## src/rtl/mux_scan_pkg.sv

```systemverilog
// Shared types and helpers for the mux_scan channel selector.
package mux_pkg;

    typedef enum logic {
        MANUAL = 1'b0,
        AUTO   = 1'b1
    } mux_mode_t;

    localparam int unsigned DEFAULT_DWELL = 50_000_000;

    // Round-robin increment with wrap from nch-1 back to 0.
    function automatic int unsigned next_idx(input int unsigned cur, input int unsigned nch);
        return (cur >= nch - 1) ? 0 : cur + 1;
    endfunction

endpackage

```

## src/rtl/mux_scan_dwell_timer.sv

```systemverilog
// Dwell counter for auto-scan: counts 0..DWELL-1 while enabled, pulses tick on the last count.
module dwell_timer
    import mux_pkg::*;
#(
    parameter int unsigned DWELL = DEFAULT_DWELL
) (
    input  logic clk_2,
    input  logic reset,
    input  logic en,
    input  logic clr,
    output logic tick
);

    localparam int unsigned CW = (DWELL > 1) ? $clog2(DWELL) : 1;
    localparam logic [CW-1:0] LAST = CW'(DWELL - 1);

    logic [CW-1:0] cnt_q, cnt_d;

    always_comb begin
        cnt_d = cnt_q;
        tick  = 1'b0;
        if (clr) begin
            cnt_d = '0;
        end else if (en) begin
            if (cnt_q == LAST) begin
                cnt_d = '0;
                tick  = 1'b1;
            end else begin
                cnt_d = cnt_q + 1'b1;
            end
        end
    end

    always_ff @(posedge clk_2) begin
        if (reset) begin
            cnt_q <= '0;
        end else begin
            cnt_q <= cnt_d;
        end
    end

endmodule

```

## src/rtl/mux_scan.sv

```systemverilog
// N-channel registered multiplexer with manual select or timed round-robin scan.
// Optional channel masking is enabled by defining MUX_MASK_EN.
module mux_scan
    import mux_pkg::*;
#(
    parameter  int unsigned NCH   = 4,
    parameter  int unsigned W     = 2,
    parameter  int unsigned DWELL = DEFAULT_DWELL,
    localparam int unsigned IW    = (NCH > 1) ? $clog2(NCH) : 1
) (
    input  logic              clk_2,
    input  logic              reset,
    input  logic [NCH*W-1:0]  din,
    input  logic [IW-1:0]     sel,
    input  logic              mode,
    input  logic              hold,
`ifdef MUX_MASK_EN
    input  logic [NCH-1:0]    ch_mask,
`endif
    output logic [W-1:0]      dout,
    output logic [IW-1:0]     ch_idx,
    output logic              changed
);

    mux_mode_t     mode_e;
    logic [IW-1:0] idx_q, idx_d;
    logic [W-1:0]  dout_q, dout_d;
    logic          chg_q, chg_d;
    logic          tick;
    logic          sel_ok;
    logic [IW-1:0] adv_idx;

    assign mode_e = mux_mode_t'(mode);

    dwell_timer #(
        .DWELL(DWELL)
    ) u_dwell (
        .clk_2 (clk_2),
        .reset (reset),
        .en    ((mode_e == AUTO) && !hold),
        .clr   (mode_e == MANUAL),
        .tick  (tick)
    );

`ifdef MUX_MASK_EN
    // Search upward from the current index; k == NCH lands back on idx_q, so a
    // lone enabled channel or an all-zero mask leaves the index unchanged.
    always_comb begin
        int unsigned cand;
        logic        found;
        adv_idx = idx_q;
        found   = 1'b0;
        for (int unsigned k = 1; k <= NCH; k++) begin
            cand = 32'(idx_q) + k;
            if (cand >= NCH) begin
                cand = cand - NCH;
            end
            if (!found && ch_mask[cand]) begin
                adv_idx = IW'(cand);
                found   = 1'b1;
            end
        end
    end

    always_comb begin
        sel_ok = 1'b0;
        for (int unsigned k = 0; k < NCH; k++) begin
            if (32'(sel) == k && ch_mask[k]) begin
                sel_ok = 1'b1;
            end
        end
    end
`else
    assign adv_idx = IW'(next_idx(32'(idx_q), NCH));
    assign sel_ok  = (32'(sel) < NCH);
`endif

    always_comb begin
        idx_d = idx_q;
        if (!hold) begin
            if (mode_e == MANUAL) begin
                if (sel_ok) begin
                    idx_d = sel;
                end
            end else if (tick) begin
                idx_d = adv_idx;
            end
        end

        dout_d = dout_q;
        if (!hold) begin
            for (int unsigned k = 0; k < NCH; k++) begin
                if (IW'(k) == idx_d) begin
                    dout_d = din[k*W +: W];
                end
            end
        end

        chg_d = (idx_d != idx_q);
    end

    always_ff @(posedge clk_2) begin
        if (reset) begin
            idx_q  <= '0;
            dout_q <= '0;
            chg_q  <= 1'b0;
        end else begin
            idx_q  <= idx_d;
            dout_q <= dout_d;
            chg_q  <= chg_d;
        end
    end

    assign dout    = dout_q;
    assign ch_idx  = idx_q;
    assign changed = chg_q;

endmodule

```

## config.mk

```make
export PLATFORM = sky130hd
export DESIGN_NAME = mux_scan
export DESIGN_NICKNAME = d
export VERILOG_FILES = /design/src/rtl/mux_scan_pkg.sv /design/src/rtl/mux_scan_dwell_timer.sv /design/src/rtl/mux_scan.sv
export SDC_FILE = /design/constraint.sdc
export NUM_CORES = 1
export LEC_CHECK = 0
export CAP_MARGIN = 20
export CORE_MARGIN = 2
export CORE_UTILIZATION = 40
export DETAILED_ROUTE_END_ITERATION = 8
export SLEW_MARGIN = 10
export SYNTH_ARGS = -nofsm -noshare
export SYNTH_HDL_FRONTEND = slang
export SYNTH_HIERARCHICAL = 1
export SYNTH_SLANG_ARGS = --single-unit
```

## constraint.sdc

```tcl
create_clock -name clk_2 -period 4.65 [get_ports clk_2]
set_input_delay 0.465 -clock clk_2 [delete_from_list [all_inputs] [get_ports clk_2]]
set_output_delay 0.465 -clock clk_2 [all_outputs]
set_load 0.02 [all_outputs]
```

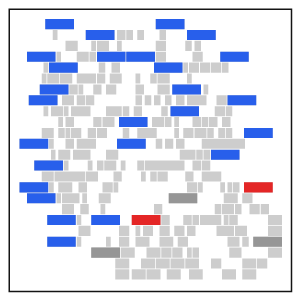
*Sequential cells colored by netlist name, run 1*
Scale: 4 px per um.
ch_idx -> red  # flops 2
u_dwell/cnt_q -> blue  # flops 26, where all over the die
Seq power: 272 uW
final core utilization: 48.5%
register area: 621 um^2
Seq/total area: 29.8%

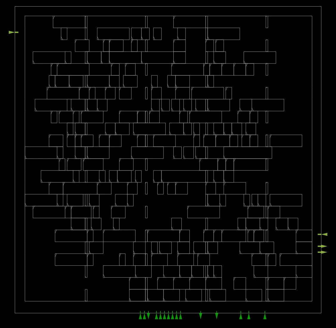
*Cell outlines without signal wires, run 1*
Placement Rows: 24
floorplan core area: 4290 um^2
tapcell count: 52
layout filler cell count: 414
flip-flops: 31

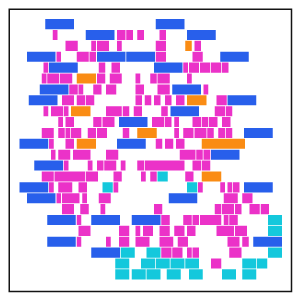
*Placement by cell class, run 1*
Scale: 4 px per um.
clock drivers and dummy loads -> orange  # cells 8
flip-flops -> blue  # cells 31
all other logic -> magenta  # cells 163
other buffers and delay cells -> cyan  # cells 22
Design Area, Final: 2080 um^2

==> reports/qor.txt, run 1 <==
status -> finished, final reports clean
max-cap violation count -> 0
Port Buf Inserts -> 18
Detail Placement HPWL -> 2.73 mm
Final Power -> 598 uW
post-synth cell types -> 42
vias in the first global route -> 1476
Commonest flop -> dfxtp_1
area share of the largest cell type after synthesis -> 35.4%
P&R area growth vs syn -> 18.8%
pre-CTS setup slack -> 0.854 ns
Final Worst Setup Slack -> 1.15 ns
Detailed Route WL -> 3.75 mm
Latency at later pin -> 0.28 ns
Post-Synth AOI/OAI Area -> 14.6%
clk_skew -> 0.00237 ns
pin count of the biggest net entering global routing -> 24
Vias/cell -> 5.51
DR pass1 iterations -> 4
post-CTS sizing -> 0
CTS Root Cell -> clkbuf_8
Top logic family -> simple AND/OR/NAND/NOR gates
worst hold path class -> flop to flop
GRT Util Overall -> 16.4%
hold worst-path end -> u_dwell/cnt_q[25]$_SDFFE_PP0P_
Mean Syn Cell Area -> 8.63 um^2
Tightest Pin Transition -> 0.454 ns
Reg2Reg Depth -> 9
Max stage delay on crit path -> 0.64 ns
Main area contributors -> dfxtp_1 (35%), xor2_1 (5.0%), nor2_1 (4.9%)
Top Ports -> 19
area leader, netlist -> dfxtp_1
CP Cell Sequence -> clkdlybuf4s50_1 > inv_1 > nor2_1 > buf_4 > and4_1 > nand3_1 > or3_1 > nor4_1 > buf_4 > nor4b_2 > o21ai_1 > and2_1 > a211oi_1 > a211oi_1
placed instance area -> 1960 um^2
Setup crit end kind -> flop
Ys Warns -> 6
-- run 1: worst min-delay path, stage by stage (launching register included) --
cell     delay [ns]
dfxtp_1        0.32
o31ai_1        0.06
a21oi_1        0.05
-- run 1: cells in the final DEF (no fill, tap or decap), types with 3 or more instances in the layout --
cell type / instances
nor2_1: 23
o21ai_0: 9
inv_1: 3
nand3_1: 9
clkdlybuf4s50_1: 18
ha_1: 3
or3_1: 7
clkbuf_8: 6
xor2_1: 10
a21oi_1: 13
nand4_1: 10
buf_4: 4
nand2_1: 11
and4_1: 4
or4_1: 6
dfxtp_1: 31
and2_1: 3
xnor2_1: 7
and3_1: 3
mux2i_1: 4
a211oi_1: 5
o31ai_1: 5
-- run 1: cell type report --
cell class	instances	area share [%]
Clock inverter	2	1.68
Inverter	3	0.541
Clock buffer	6	3.97
Sequential cell	31	29.8
Timing Repair Buffer	22	10.1
Tap cell	52	3.13
Multi-Input combinational cell	160	50.8
-- run 1: power by group --
part | total [mW] | internal [mW] | switching (mW)
Combinational | 0.0514 | 0.0274 | 0.0240
Sequential | 0.272 | 0.269 | 0.00365
Clock | 0.275 | 0.173 | 0.101
Total | 0.598 | 0.469 | 0.129
-- run 1: kinds of logic after synthesis --
family | after synthesis
AOI/OAI and AO/OA | 39
xor gates and xnor gates | 17
adders and majority gates | 3
buffers and inverters | 12
DFF | 31
muxes | 4
and+or+nand+nor | 97
-- run 1: routing by layer --
metal	GRT usage (%)	wire length (um)	vias to the layer above
li1	-	-	786
met1	22.8	1910	706
met2	25.7	1660	28
met3	3.46	163	2
met4	4.49	25	0
met5	0	0	-
-- run 1: registers in the layout, summed over array words and instances (netlist names) --
| register | flops |
|---|---|
| changed | 1 |
| u_dwell/cnt_q | 26 |
| dout | 2 |
| ch_idx | 2 |
--- run 2 (diff from run 1) ---
clock period = 3.2 ns   (was 4.65 ns; I/O delays follow)
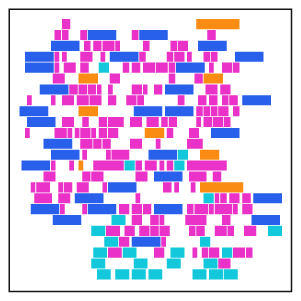
*Placement by cell class, run 2*
Scale: 4 px per um.
all other logic -> magenta  # cells 163
clock drivers and dummy loads -> orange  # cells 8
other buffers and delay cells -> cyan  # cells 25
flip-flops -> blue  # cells 31
final core utilization: 49.5%
Seq/total area: 29.2%

==> run 2 against run 1 <==
Net effect:
- global-route usage rose by 0.73 points
- critical path depth down 1
- register-to-register slack got worse by 1.4 ns
- largest power group unchanged
- highest routed layer unchanged
==> reports/qor.txt, run 2 <==
status -> finished, final reports clean
Vias/cell -> 5.52
Max stage delay on crit path -> 0.48 ns
Most flops, register -> u_dwell/cnt_q
Ys Warns -> 6
vias in the first global route -> 1487
Main area contributors -> dfxtp_1 (35%), xor2_1 (5.0%), nor2_1 (4.9%)
Commonest flop -> dfxtp_1
Setup crit end kind -> flop
worst hold path class -> flop to flop
post-synth cell types -> 42
floorplan core area -> 4290 um^2
Port Buf Inserts -> 18
Largest register FFs -> 26
register area -> 621 um^2
Tightest Pin Transition -> 0.418 ns
DR pass1 iterations -> 4
max-cap violation count -> 0
post-CTS sizing -> 0
Placement Rows -> 24
Mean Syn Cell Area -> 8.63 um^2
## run 2: metal layers
layer / track usage (%) / routed length [um] / part of all wire, % / vias to the layer above
met1: 23.7 / 1950 / 51 / 717
met2: 25.9 / 1700 / 44 / 23
met4: 5.56 / 65 / 1.7 / 0
met5: 0 / 0 / 0 / -
li1: - / - / - / 792
met3: 4.47 / 104 / 2.7 / 8
## run 2: how the worst max path moves through the flow
stage                                       to  slack, ns  depth (start not counted)
final                     dout[1]$_SDFFE_PP0P_       0.36                         13
after global routing      dout[1]$_SDFFE_PP0P_       0.11                         13
after CTS                 dout[1]$_SDFFE_PP0P_       0.34                         13
after detailed placement  dout[1]$_SDFFE_PP0P_       0.05                         13
after global placement    dout[1]$_SDFFE_PP0P_       0.18                         13
after floorplan           dout[0]$_SDFFE_PP0P_       0.16                         15
## run 2: layout make-up
cell class / instances / share of cell area (%)
clock inverter: 2 / 2.83
multi-input combinational: 160 / 50.0
tap: 52 / 3.06
timing repair buffer: 25 / 11.0
sequential: 31 / 29.2
inverter: 3 / 0.530
clock buffer: 6 / 3.42
## run 2: where the power goes
group	total, mW	internal (mW)	switching, mW
clock network	0.463	0.311	0.152
registers	0.396	0.391	0.00564
logic	0.0759	0.0406	0.0353
total	0.935	0.743	0.193
## run 2: kinds of logic after synthesis
group | share of synthesized area [%]
AND/OR/NAND/NOR | 32.7
buffers and inverters | 4.29
flip-flops | 35.4
XOR/XNOR | 8.50
multiplexers | 2.29
AND-OR/OR-AND | 14.6
adder cells (fa/ha/maj) | 2.14
## run 2: per-stage QoR
step	setup slack, ns	hold slack, ns	cells
floorplan	0.160	0.392	203
global placement	0.180	0.468	271
detailed placement	0.0529	0.486	271
CTS	0.342	0.498	279
global route	0.108	0.523	279
finish	0.362	0.492	279
No activity file was given, so power comes from the tool's default toggle rates.
